==> config.mk <==
export PLATFORM = sky130hd
export DESIGN_NAME = sw_stripe_feeder_flat
export DESIGN_NICKNAME = d
export VERILOG_FILES = /design/src/rtl/sw_pkg.sv /design/src/rtl/sw_stripe_feeder_if.sv /design/src/rtl/sw_best_tracker.sv /design/src/rtl/sw_stripe_feeder.sv /design/src/flat_wrapper.sv
export SDC_FILE = /design/constraint.sdc
export NUM_CORES = 1
export LEC_CHECK = 0
export ABC_AREA = 0
export CORE_UTILIZATION = 35
export CTS_BUF_LIST = sky130_fd_sc_hd__clkbuf_4
export DETAILED_ROUTE_END_ITERATION = 7
export SLEW_MARGIN = 20
export SYNTH_ARGS = -nofsm -noshare
export SYNTH_HDL_FRONTEND = slang
export SYNTH_SLANG_ARGS = --single-unit
==> constraint.sdc <==
create_clock -name i_clk -period 14.1 [get_ports i_clk]
set_input_delay 2.82 -clock i_clk [delete_from_list [all_inputs] [get_ports i_clk]]
set_output_delay 2.82 -clock i_clk [all_outputs]
set_load 0.02 [all_outputs]
==> src/rtl/sw_pkg.sv <==
`default_nettype none
// ============================================================================
// Package : sw_pkg
// Shared types and sizes for the Smith-Waterman stripe feeder.
// Rev     : 1.0
// ============================================================================
package sw_pkg;

  localparam int SEQ_LEN  = 1024;
  localparam int PE_NUM   = 64;
  localparam int N_STRIPE = SEQ_LEN / PE_NUM;
  localparam int SCORE_W  = 14;
  localparam int TMO_CYC  = 2000;
  localparam int ADDR_W   = 10;
  localparam int POS_W    = 11;
  localparam int K_W      = 4;

  typedef logic [1:0] base_t;

  typedef enum logic [2:0] {
    ST_IDLE   = 3'd0,
    ST_LOADB  = 3'd1,
    ST_GAP    = 3'd2,
    ST_STREAM = 3'd3,
    ST_UPD    = 3'd4,
    ST_TRACE  = 3'd5,
    ST_DONE   = 3'd6
  } feeder_st_e;

endpackage
`default_nettype wire

==> src/rtl/sw_stripe_feeder_if.sv <==
`default_nettype none
// ============================================================================
// Interface : sw_stripe_feeder_if
// Feeder <-> PE_array_64 stripe link (stream out, stripe report back).
// Rev       : 1.0
// ============================================================================
interface sw_stripe_feeder_if;
  import sw_pkg::*;

  logic                  o_pe_start;
  base_t                 o_pe_A;
  logic [2*PE_NUM-1:0]   o_pe_B;
  logic                  i_pe_stripe_end;
  logic [ADDR_W-1:0]     i_pe_start_position;
  logic [ADDR_W-1:0]     i_pe_end_position;
  logic [SCORE_W-1:0]    i_pe_max_score;

  modport master (
    output o_pe_start, o_pe_A, o_pe_B,
    input  i_pe_stripe_end, i_pe_start_position, i_pe_end_position, i_pe_max_score
  );

  modport slave (
    input  o_pe_start, o_pe_A, o_pe_B,
    output i_pe_stripe_end, i_pe_start_position, i_pe_end_position, i_pe_max_score
  );

endinterface
`default_nettype wire

==> src/rtl/sw_best_tracker.sv <==
`default_nettype none
// ============================================================================
// Module : sw_best_tracker
// Running strict-greater maximum score with its absolute end position.
// Rev    : 1.0
// ============================================================================
module sw_best_tracker
  import sw_pkg::*;
(
  input  logic                i_clk,
  input  logic                i_rst,
  input  logic                i_clear,
  input  logic                i_update,
  input  logic [SCORE_W-1:0]  i_score,
  input  logic [POS_W-1:0]    i_end,
  output logic [SCORE_W-1:0]  o_best_score,
  output logic [POS_W-1:0]    o_best_end
);

  logic [SCORE_W-1:0] r_score;
  logic [POS_W-1:0]   r_end;

  // Strict compare: on a tie the earlier stripe keeps ownership.
  always_ff @(posedge i_clk or posedge i_rst) begin
    if (i_rst) begin
      r_score <= '0;
      r_end   <= '0;
    end else if (i_clear) begin
      r_score <= '0;
      r_end   <= '0;
    end else if (i_update && (i_score > r_score)) begin
      r_score <= i_score;
      r_end   <= i_end;
    end
  end

  assign o_best_score = r_score;
  assign o_best_end   = r_end;

endmodule
`default_nettype wire

==> src/rtl/sw_stripe_feeder.sv <==
`default_nettype none
// ============================================================================
// Module : sw_stripe_feeder
// Stripe sequencer for PE_array_64: loads B rows, streams A with chained
// start positions, tracks the global best. Option macro: FEEDER_TIMEOUT_EN.
// Rev    : 1.0
// ============================================================================
module sw_stripe_feeder
  import sw_pkg::*;
(
  input  logic                 i_clk,
  input  logic                 i_rst,
  input  logic                 i_go,
  output logic [ADDR_W-1:0]    o_a_addr,
  input  base_t                i_a_data,
  output logic [K_W-1:0]       o_b_addr,
  input  logic [2*PE_NUM-1:0]  i_b_data,
  sw_stripe_feeder_if.master   pe,
  output logic [K_W-1:0]       o_stripe_idx,
  output logic [SCORE_W-1:0]   o_best_score,
  output logic [POS_W-1:0]     o_best_end,
  output logic                 o_busy,
  output logic                 o_done,
  output logic                 o_err
);

  localparam logic [K_W-1:0] c_k_last  = K_W'(N_STRIPE - 1);
  localparam logic [POS_W:0] c_seq_len = SEQ_LEN[POS_W:0];

  feeder_st_e            r_state;
  feeder_st_e            w_next;
  logic [K_W-1:0]        r_k;
  logic [POS_W-1:0]      r_spos;
  logic [POS_W-1:0]      r_j;
  logic                  r_pe_start;
  logic [2*PE_NUM-1:0]   r_pe_B;
  logic [ADDR_W-1:0]     r_st_pos;
  logic [ADDR_W-1:0]     r_end_pos;
  logic [SCORE_W-1:0]    r_score;
  logic                  r_fall;
  logic                  w_go;
  logic                  w_issue;
  logic                  w_upd;
  logic [POS_W:0]        w_spos_sum;
  logic [POS_W-1:0]      w_spos_next;
  logic [POS_W-1:0]      w_abs_end;

  assign w_go    = i_go && ((r_state == ST_IDLE) || (r_state == ST_DONE));
  assign w_issue = (r_state == ST_STREAM) && (r_j < c_seq_len[POS_W-1:0]);
  assign w_upd   = (r_state == ST_UPD);

  assign w_spos_sum  = {1'b0, r_spos} + {2'b00, r_st_pos};
  assign w_spos_next = (w_spos_sum >= c_seq_len) ? c_seq_len[POS_W-1:0] : w_spos_sum[POS_W-1:0];
  assign w_abs_end   = {1'b0, r_end_pos} + r_spos;

`ifdef FEEDER_TIMEOUT_EN
  logic [11:0] r_tmo;
  logic        r_err;
  logic        w_tmo_hit;

  assign w_tmo_hit = (r_state == ST_STREAM) && (r_tmo == 12'(TMO_CYC - 1));

  always_ff @(posedge i_clk or posedge i_rst) begin
    if (i_rst) begin
      r_tmo <= '0;
      r_err <= 1'b0;
    end else begin
      if (r_state == ST_GAP)
        r_tmo <= '0;
      else if (r_state == ST_STREAM)
        r_tmo <= r_tmo + 1'b1;
      if (w_go)
        r_err <= 1'b0;
      else if (w_tmo_hit && !pe.i_pe_stripe_end)
        r_err <= 1'b1;
    end
  end

  assign o_err = r_err;
`else
  assign o_err = 1'b0;
`endif

  always_ff @(posedge i_clk or posedge i_rst) begin
    if (i_rst)
      r_state <= ST_IDLE;
    else
      r_state <= w_next;
  end

  // The B ROM has one cycle of latency, so the row address leads LOADB by a cycle.
  always_comb begin
    w_next   = r_state;
    o_b_addr = r_k;
    case (r_state)
      ST_IDLE, ST_DONE: begin
        o_b_addr = '0;
        if (i_go) w_next = ST_LOADB;
      end
      ST_LOADB: w_next = ST_GAP;
      ST_GAP:   w_next = ST_STREAM;
      ST_STREAM: begin
        if (pe.i_pe_stripe_end)
          w_next = ST_UPD;
`ifdef FEEDER_TIMEOUT_EN
        else if (w_tmo_hit)
          w_next = ST_DONE;
`endif
      end
      ST_UPD: begin
        o_b_addr = r_k + 1'b1;
        w_next   = (r_k == c_k_last) ? ST_TRACE : ST_LOADB;
      end
      ST_TRACE: if (r_fall && pe.i_pe_stripe_end) w_next = ST_DONE;
      default:  w_next = ST_IDLE;
    endcase
  end

  always_ff @(posedge i_clk or posedge i_rst) begin
    if (i_rst) begin
      r_k        <= '0;
      r_spos     <= '0;
      r_j        <= '0;
      r_pe_start <= 1'b0;
      r_pe_B     <= '0;
      r_st_pos   <= '0;
      r_end_pos  <= '0;
      r_score    <= '0;
      r_fall     <= 1'b0;
    end else begin
      // A stripe end cancels the read issued in the same cycle.
      r_pe_start <= w_issue && !pe.i_pe_stripe_end;
      if (w_go) begin
        r_k    <= '0;
        r_spos <= '0;
      end
      if (r_state == ST_LOADB)
        r_pe_B <= i_b_data;
      if (r_state == ST_GAP)
        r_j <= r_spos;
      else if (w_issue)
        r_j <= r_j + 1'b1;
      if ((r_state == ST_STREAM) && pe.i_pe_stripe_end) begin
        r_st_pos  <= pe.i_pe_start_position;
        r_end_pos <= pe.i_pe_end_position;
        r_score   <= pe.i_pe_max_score;
      end
      if (w_upd) begin
        r_spos <= w_spos_next;
        if (r_k == c_k_last)
          r_pe_B <= '0;
        else
          r_k <= r_k + 1'b1;
      end
      if (w_upd)
        r_fall <= 1'b0;
      else if ((r_state == ST_TRACE) && !pe.i_pe_stripe_end)
        r_fall <= 1'b1;
    end
  end

  sw_best_tracker u_best (
    .i_clk        (i_clk),
    .i_rst        (i_rst),
    .i_clear      (w_go),
    .i_update     (w_upd),
    .i_score      (r_score),
    .i_end        (w_abs_end),
    .o_best_score (o_best_score),
    .o_best_end   (o_best_end)
  );

  assign o_a_addr      = w_issue ? r_j[ADDR_W-1:0] : '0;
  assign pe.o_pe_start = r_pe_start;
  assign pe.o_pe_A     = r_pe_start ? i_a_data : '0;
  assign pe.o_pe_B     = r_pe_B;
  assign o_stripe_idx  = r_k;
  assign o_busy        = (r_state != ST_IDLE) && (r_state != ST_DONE);
  assign o_done        = (r_state == ST_DONE);

endmodule
`default_nettype wire

==> src/flat_wrapper.sv <==
// flat-port wrapper written by rule: the top's interface ports become plain ports
module sw_stripe_feeder_flat import sw_pkg::*;
  (i_clk, i_rst, i_go, o_a_addr, i_a_data, o_b_addr, i_b_data, o_stripe_idx, o_best_score, o_best_end, o_busy, o_done, o_err, pe_o_pe_start, pe_o_pe_A, pe_o_pe_B, pe_i_pe_stripe_end, pe_i_pe_start_position, pe_i_pe_end_position, pe_i_pe_max_score);
  sw_stripe_feeder_if pe_i ();
  input  logic i_clk;
  input  logic i_rst;
  input  logic i_go;
  output logic [ADDR_W-1:0] o_a_addr;
  input  base_t i_a_data;
  output logic [K_W-1:0] o_b_addr;
  input  logic [2*PE_NUM-1:0] i_b_data;
  output logic [K_W-1:0] o_stripe_idx;
  output logic [SCORE_W-1:0] o_best_score;
  output logic [POS_W-1:0] o_best_end;
  output logic o_busy;
  output logic o_done;
  output logic o_err;
  output wire logic [$bits(pe_i.o_pe_start)-1:0] pe_o_pe_start;
  output wire logic [$bits(pe_i.o_pe_A)-1:0] pe_o_pe_A;
  output wire logic [$bits(pe_i.o_pe_B)-1:0] pe_o_pe_B;
  input wire logic [$bits(pe_i.i_pe_stripe_end)-1:0] pe_i_pe_stripe_end;
  input wire logic [$bits(pe_i.i_pe_start_position)-1:0] pe_i_pe_start_position;
  input wire logic [$bits(pe_i.i_pe_end_position)-1:0] pe_i_pe_end_position;
  input wire logic [$bits(pe_i.i_pe_max_score)-1:0] pe_i_pe_max_score;
  assign pe_o_pe_start = pe_i.o_pe_start;
  assign pe_o_pe_A = pe_i.o_pe_A;
  assign pe_o_pe_B = pe_i.o_pe_B;
  assign pe_i.i_pe_stripe_end = pe_i_pe_stripe_end;
  assign pe_i.i_pe_start_position = pe_i_pe_start_position;
  assign pe_i.i_pe_end_position = pe_i_pe_end_position;
  assign pe_i.i_pe_max_score = pe_i_pe_max_score;
  sw_stripe_feeder u_core (.i_clk(i_clk), .i_rst(i_rst), .i_go(i_go), .o_a_addr(o_a_addr), .i_a_data(i_a_data), .o_b_addr(o_b_addr), .i_b_data(i_b_data), .pe(pe_i), .o_stripe_idx(o_stripe_idx), .o_best_score(o_best_score), .o_best_end(o_best_end), .o_busy(o_busy), .o_done(o_done), .o_err(o_err));
endmodule
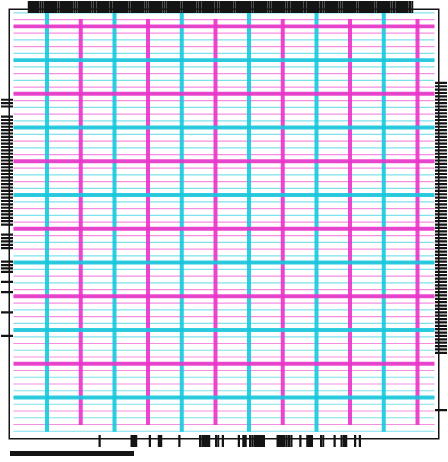
Run 1: supply network
Bar = 50 um. Pins as bars on the die edge.
cyan -> VSS
magenta -> VDD
met1 rails = 63
rows = 62

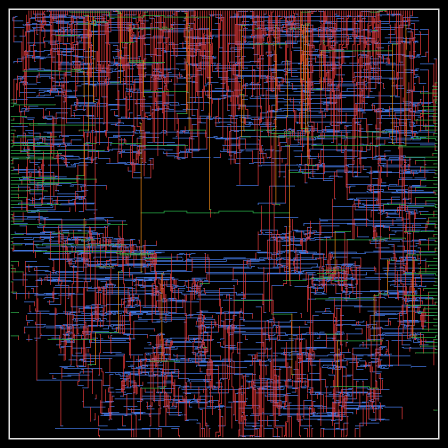
Run 1: routed metal, one color a layer
blue -> met1  # wire length 13700 um
orange -> met4  # wire length 1070 um
red -> met2  # wire length 14200 um
green -> met3  # wire length 1760 um

==> results.yml, run 1 <==
# implementation run metrics
placed_design:
  dpl_cell_area_um2: 13900
  globalplace.congestion: 0.844
  post-dp-hpwl_mm: 21.0
cts:
  clock_sinks: 218
  max-clock-path-buffers: 3
  numCtsBuffers: 67
  cts_resized: 0
  htreeDepth: 3
  cts_tree: "yes"
finish:
  layout.nets: 1639
  flop_area_um2: 5460
  syn2layout_area_growth_pct: 43.9
  fin_util: 0.512
  drive_above_1_share: 0.100
  mostFrequentLayoutCells: "clkdlybuf4s50_1, nand2_1, dfrtp_1"
  layout.cells.most_common: "clkdlybuf4s50_1"
  fill_cells: 2647
  combGateArea_um2: 4310
timing:
  slew_viol_final: 0
  hold_viol: 0
  skew_ns: 0.0345
  setup_viol: 0
  fin_crit_sh: 0.493
  hold_slack_ns: 0.501
  rsz0062_at_grt: "false"
  slew_headroom: 0.271
  min_period_ns: 6.95
  max_freq_mhz: 144
detailed_routing:
  dr_total_vias: 9027
  wire_per_inst_um: 16.6
  dr.pass1.iters: 4
  drtIter0Drc: 485
  avgViaCountPerCell: 4.87
  drc: 0
synth:
  synth-edff-count: 0
  ys_top_cells_by_area: "dfrtp_1, nand2_1, a21oi_1"
  synth_area_um2: 10200
  netlist_top_cells_count: "nand2_1, dfrtp_1, a21oi_1, o21ai_0"
  synth.avg_cell_area_um2: 9.47
  synth-async-reset-ratio: 1.00
  syn-instance-count: 1075
  synth_seq_share: 0.536
  most_common_cell: "nand2_1"
  numSynthFlops: 218
  synth_largest_type_area_fraction: 0.536
  ys_types: 60
  yosysWarningCount: 0
  ys_chip_area_um2: 10200
  netlist.top_cell.by_area: "dfrtp_1"
  ys_cells: 1075
setup_path:
  r2r_slack_ns: 10.90
  worstSetupPathType: "in2out"
  critical_path.max_fanout: 1
  r2r_end: "u_core.pe.o_pe_B[11]"
  r2r_start: "u_core.r_state[1]"
  setup.worst_path.end_class: "output port"
  worstRegToRegCells: 5
  cp.arrival_ns: 4.13
  critPathRequiredTime_ns: 11.28
grt:
  grt_pass1_vias: 8809
  grt_pass1_wl_mm: 48.7
  track_usage: 0.205
  grt_overflow: 0
  grt_max_degree: 103
  antenna_found_initial: 3
power:
  p_per_area_nw_per_um2: 234
  peakVddDrop_mv: 0.115
hold_path:
  hp-start: "u_core.u_best.o_best_end[8]"
  whs_path_depth: 2
  hold_path.class: "reg2reg"
  hold_end: "u_core.u_best.o_best_end[8]"
flow_run:
  tool_warnings: 28
  max_cap_violations: 0
floorplanning:
  die_h_um: 173
  num_rows: 62
  io_pins: 345
  die_x_um: 173
  die-area_um2: 29800
  coreArea_um2: 28600
outcome:
  status: "completed"
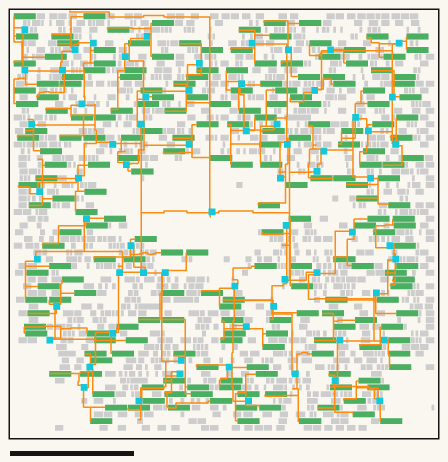
Run 1: clock wires, drivers and flops
Bar = 50 um.
orange -> clock wires  # length 3560 um
green -> flip-flops  # count 218
cyan -> cells driving clock nets  # count 67
flops lie = all over the die
routed clock nets = 68

-- run 1: cells by family (layout without fill, tap and decap cells) --
logic type / count (synthesis) / in the layout / share of synthesized area
buffers and inverters: 101 / 492 / 0.0423
xor gates and xnor gates: 10 / 10 / 0.00861
other: 1 / 4 / 0.000368
adders and majority gates: 38 / 38 / 0.0482
DFF: 218 / 218 / 0.536
muxes: 37 / 37 / 0.0418
AOI/OAI and AO/OA: 260 / 260 / 0.151
and+or+nand+nor: 410 / 410 / 0.172
-- run 1: worst max path at each step --
stage | startpoint | end | slack, ns | cells past startpoint
6_report | i_a_data[0] | pe_o_pe_A[0] | 7.15 | 3
5_1_grt | i_a_data[0] | pe_o_pe_A[0] | 7.14 | 3
4_1_cts | i_a_data[0] | pe_o_pe_A[0] | 7.16 | 3
3_5_place_dp | i_a_data[0] | pe_o_pe_A[0] | 7.17 | 3
3_3_place_gp | i_a_data[0] | pe_o_pe_A[0] | 7.19 | 3
2_1_floorplan | i_rst | u_core.o_stripe_idx[0] | 5.32 | 1
-- run 1: report_power, final --
| group | internal (mW) | leakage (nW) | switching, mW | total [mW] |
|---|---|---|---|---|
| Clock | 0.304 | 0.446 | 0.270 | 0.574 |
| Sequential | 0.913 | 2.73 | 0.184 | 1.10 |
| Combinational | 0.790 | 3.28 | 0.963 | 1.75 |
-- run 1: state kept, by name, summed over array words and instances, names as in the netlist, 10 cells and up --
| register | count |
|---|---|
| u_core.pe.o_pe_B | 128 |
| u_core.r_score | 14 |
| u_core.u_best.o_best_score | 14 |
| u_core.r_j | 11 |
| u_core.r_spos | 11 |
| u_core.u_best.o_best_end | 11 |
| u_core.r_end_pos | 10 |
| u_core.r_st_pos | 10 |
-- run 1: per-layer routing --
metal	up-vias	GRT usage	share of wire
li1	4402	-	-
met1	4247	0.266	0.45
met2	302	0.317	0.46
met3	76	0.0495	0.057
met4	0	0.107	0.035
met5	-	0	0
-- run 1: critical path: stages --
cell	delay (ns)
clkdlybuf4s50_1	0.47
and2_1	0.20
clkdlybuf4s50_1	0.64
-- run 1: stage by stage --
stage,power [mW],worst slack [ns],instances
global route,3.69,7.14,1853
floorplan,2.14,5.32,1075
global placement,2.84,7.19,1748
detailed placement,2.87,7.17,1748
CTS,3.47,7.16,1850
finish,3.42,7.15,1853
-- run 1: area by class of cell --
class / instances / area share
well taps: 384 / 0.0328
flip-flops and latches: 218 / 0.372
multi-input cells: 756 / 0.295
inverters: 39 / 0.0105
clock inverters: 14 / 0.00564
diodes: 3 / 0.000513
clock buffers: 88 / 0.0451
repair buffers: 351 / 0.238
Run 1, routing congestion:
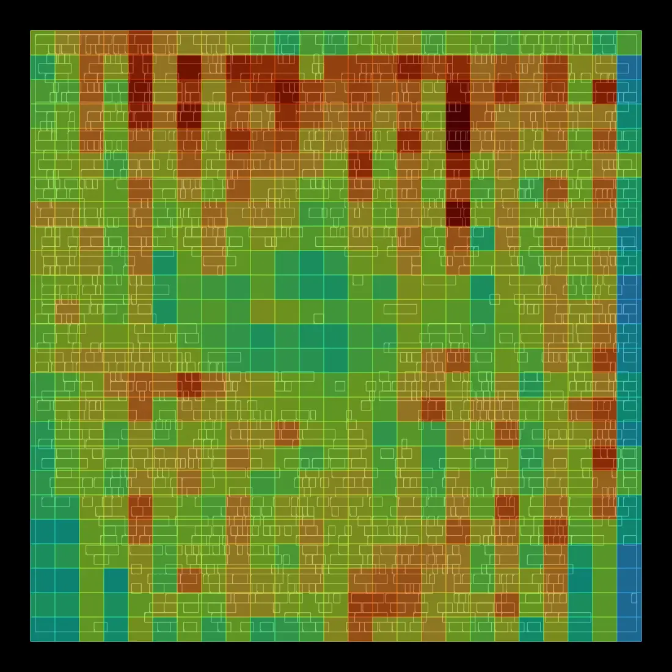

==> run 2: changes to the inputs <==
==> constraint.sdc (replaced) <==
create_clock -name i_clk -period 6.6 [get_ports i_clk]
set_input_delay 1.32 -clock i_clk [delete_from_list [all_inputs] [get_ports i_clk]]
set_output_delay 1.32 -clock i_clk [all_outputs]
set_load 0.02 [all_outputs]
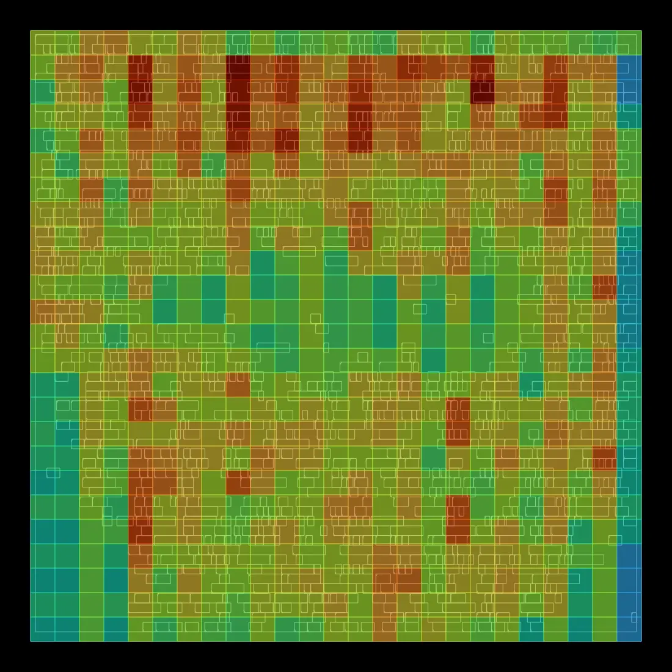
Run 2: routing congestion
met3 Resource Use GR: 0.0469
GR peak layer: met2

==> results.yml, run 2 <==
# implementation run metrics
synth:
  numSynthFlops: 218
  ys_cells: 1075
  netlist.top_cell.by_area: "dfrtp_1"
  synth_seq_share: 0.536
  yosysWarningCount: 0
  netlist_top_cells_count: "nand2_1, dfrtp_1, a21oi_1, o21ai_0"
  synth-async-reset-ratio: 1.00
  ys_types: 60
outcome:
  status: "completed"
finish:
  drive_above_1_share: 0.108
  fin_util: 0.515
  largest_reg_flops: 128
  layout.nets: 1633
detailed_routing:
  avgViaCountPerCell: 4.85
  dr.pass1.iters: 7
setup_path:
  worstRegToRegCells: 6
  r2r_start: "u_core.r_state[1]"
  critPathRequiredTime_ns: 5.28
  r2r_slack_ns: 3.52
  slowest_delay_ns: 0.69
timing:
  max_freq_mhz: 240
  fin_crit_sh: 0.632
  min_period_ns: 4.17
  rsz0062_at_grt: "false"
  skew_ns: 0.0275
placed_design:
  post-dp-hpwl_mm: 21.5
power:
  p_per_area_nw_per_um2: 501
  peakVddDrop_mv: 0.231
  power_mw: 7.39
cts:
  clock_sinks: 218
  htreeDepth: 2
  cts_tree: "yes"
floorplanning:
  io_pins: 345
flow_run:
  tool_warnings: 28
grt:
  grt_pass1_vias: 8751
hold_path:
  hold_path.class: "reg2reg"
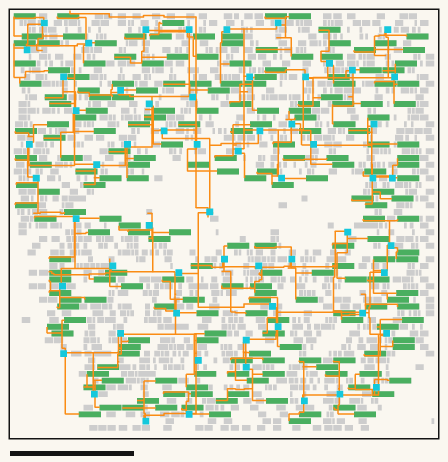
Run 2: clock wires, drivers and flops
Bar = 50 um.
green -> flip-flops  # count 218
cyan -> cells driving clock nets  # count 60
orange -> clock wires  # length 3490 um
routed clock nets = 61

## run 2: per-layer routing
metal / vias to the layer above / share of wire / GRT usage
li1: 4397 / - / -
met2: 276 / 0.48 / 0.333
met5: - / 0 / 0
met3: 52 / 0.058 / 0.0469
met1: 4316 / 0.44 / 0.276
met4: 0 / 0.020 / 0.0681
## run 2: area by class of cell
| class | instances | area (um^2) |
|---|---|---|
| tap | 384 | 480 |
| clock buffer | 104 | 781 |
| timing repair buffer | 352 | 3530 |
| clock inverter | 8 | 33.8 |
| fill | 2682 | 13900 |
| antenna | 3 | 7.51 |
| multi-input combinational | 756 | 4310 |
| inverter | 39 | 150 |
| sequential | 218 | 5460 |
## run 2: power breakdown
part	leakage (nW)	internal, mW	switching, mW
clock	0.490	0.701	0.583
sequential	2.73	1.95	0.397
combinational	3.29	1.69	2.07
## run 2: cell families after synthesis
kind of cell             share of synthesized area
adder cells (fa/ha/maj)                     0.0482
multiplexers                                0.0418
AND-OR/OR-AND                                0.151
AND/OR/NAND/NOR                              0.172
flip-flops                                   0.536
XOR/XNOR                                   0.00861
other                                     0.000368
buffers and inverters                       0.0423
## run 2: worst max path at each step
| stage | end | slack (ns) |
|---|---|---|
| 6_report | o_a_addr[7] | 2.43 |
| 5_1_grt | o_a_addr[7] | 2.15 |
| 4_1_cts | o_a_addr[7] | 2.37 |
| 3_5_place_dp | pe_o_pe_A[0] | 2.81 |
| 3_3_place_gp | pe_o_pe_A[1] | 2.79 |
| 2_1_floorplan | u_core.o_stripe_idx[0] | 2.44 |
## run 2: stage by stage
stage | instances | setup WS (ns)
global route | 1864 | 2.15
floorplan | 1075 | 2.44
CTS | 1861 | 2.37
detailed placement | 1749 | 2.81
global placement | 1748 | 2.79
finish | 1864 | 2.43
## run 2: critical path: cells and delay by family (launching register included)
family	cells	cell delay [ns]
DFF	1	0.69
buffers and inverters	1	0.69
and+or+nand+nor	2	0.79
Power is estimated from default activity; no workload was simulated.
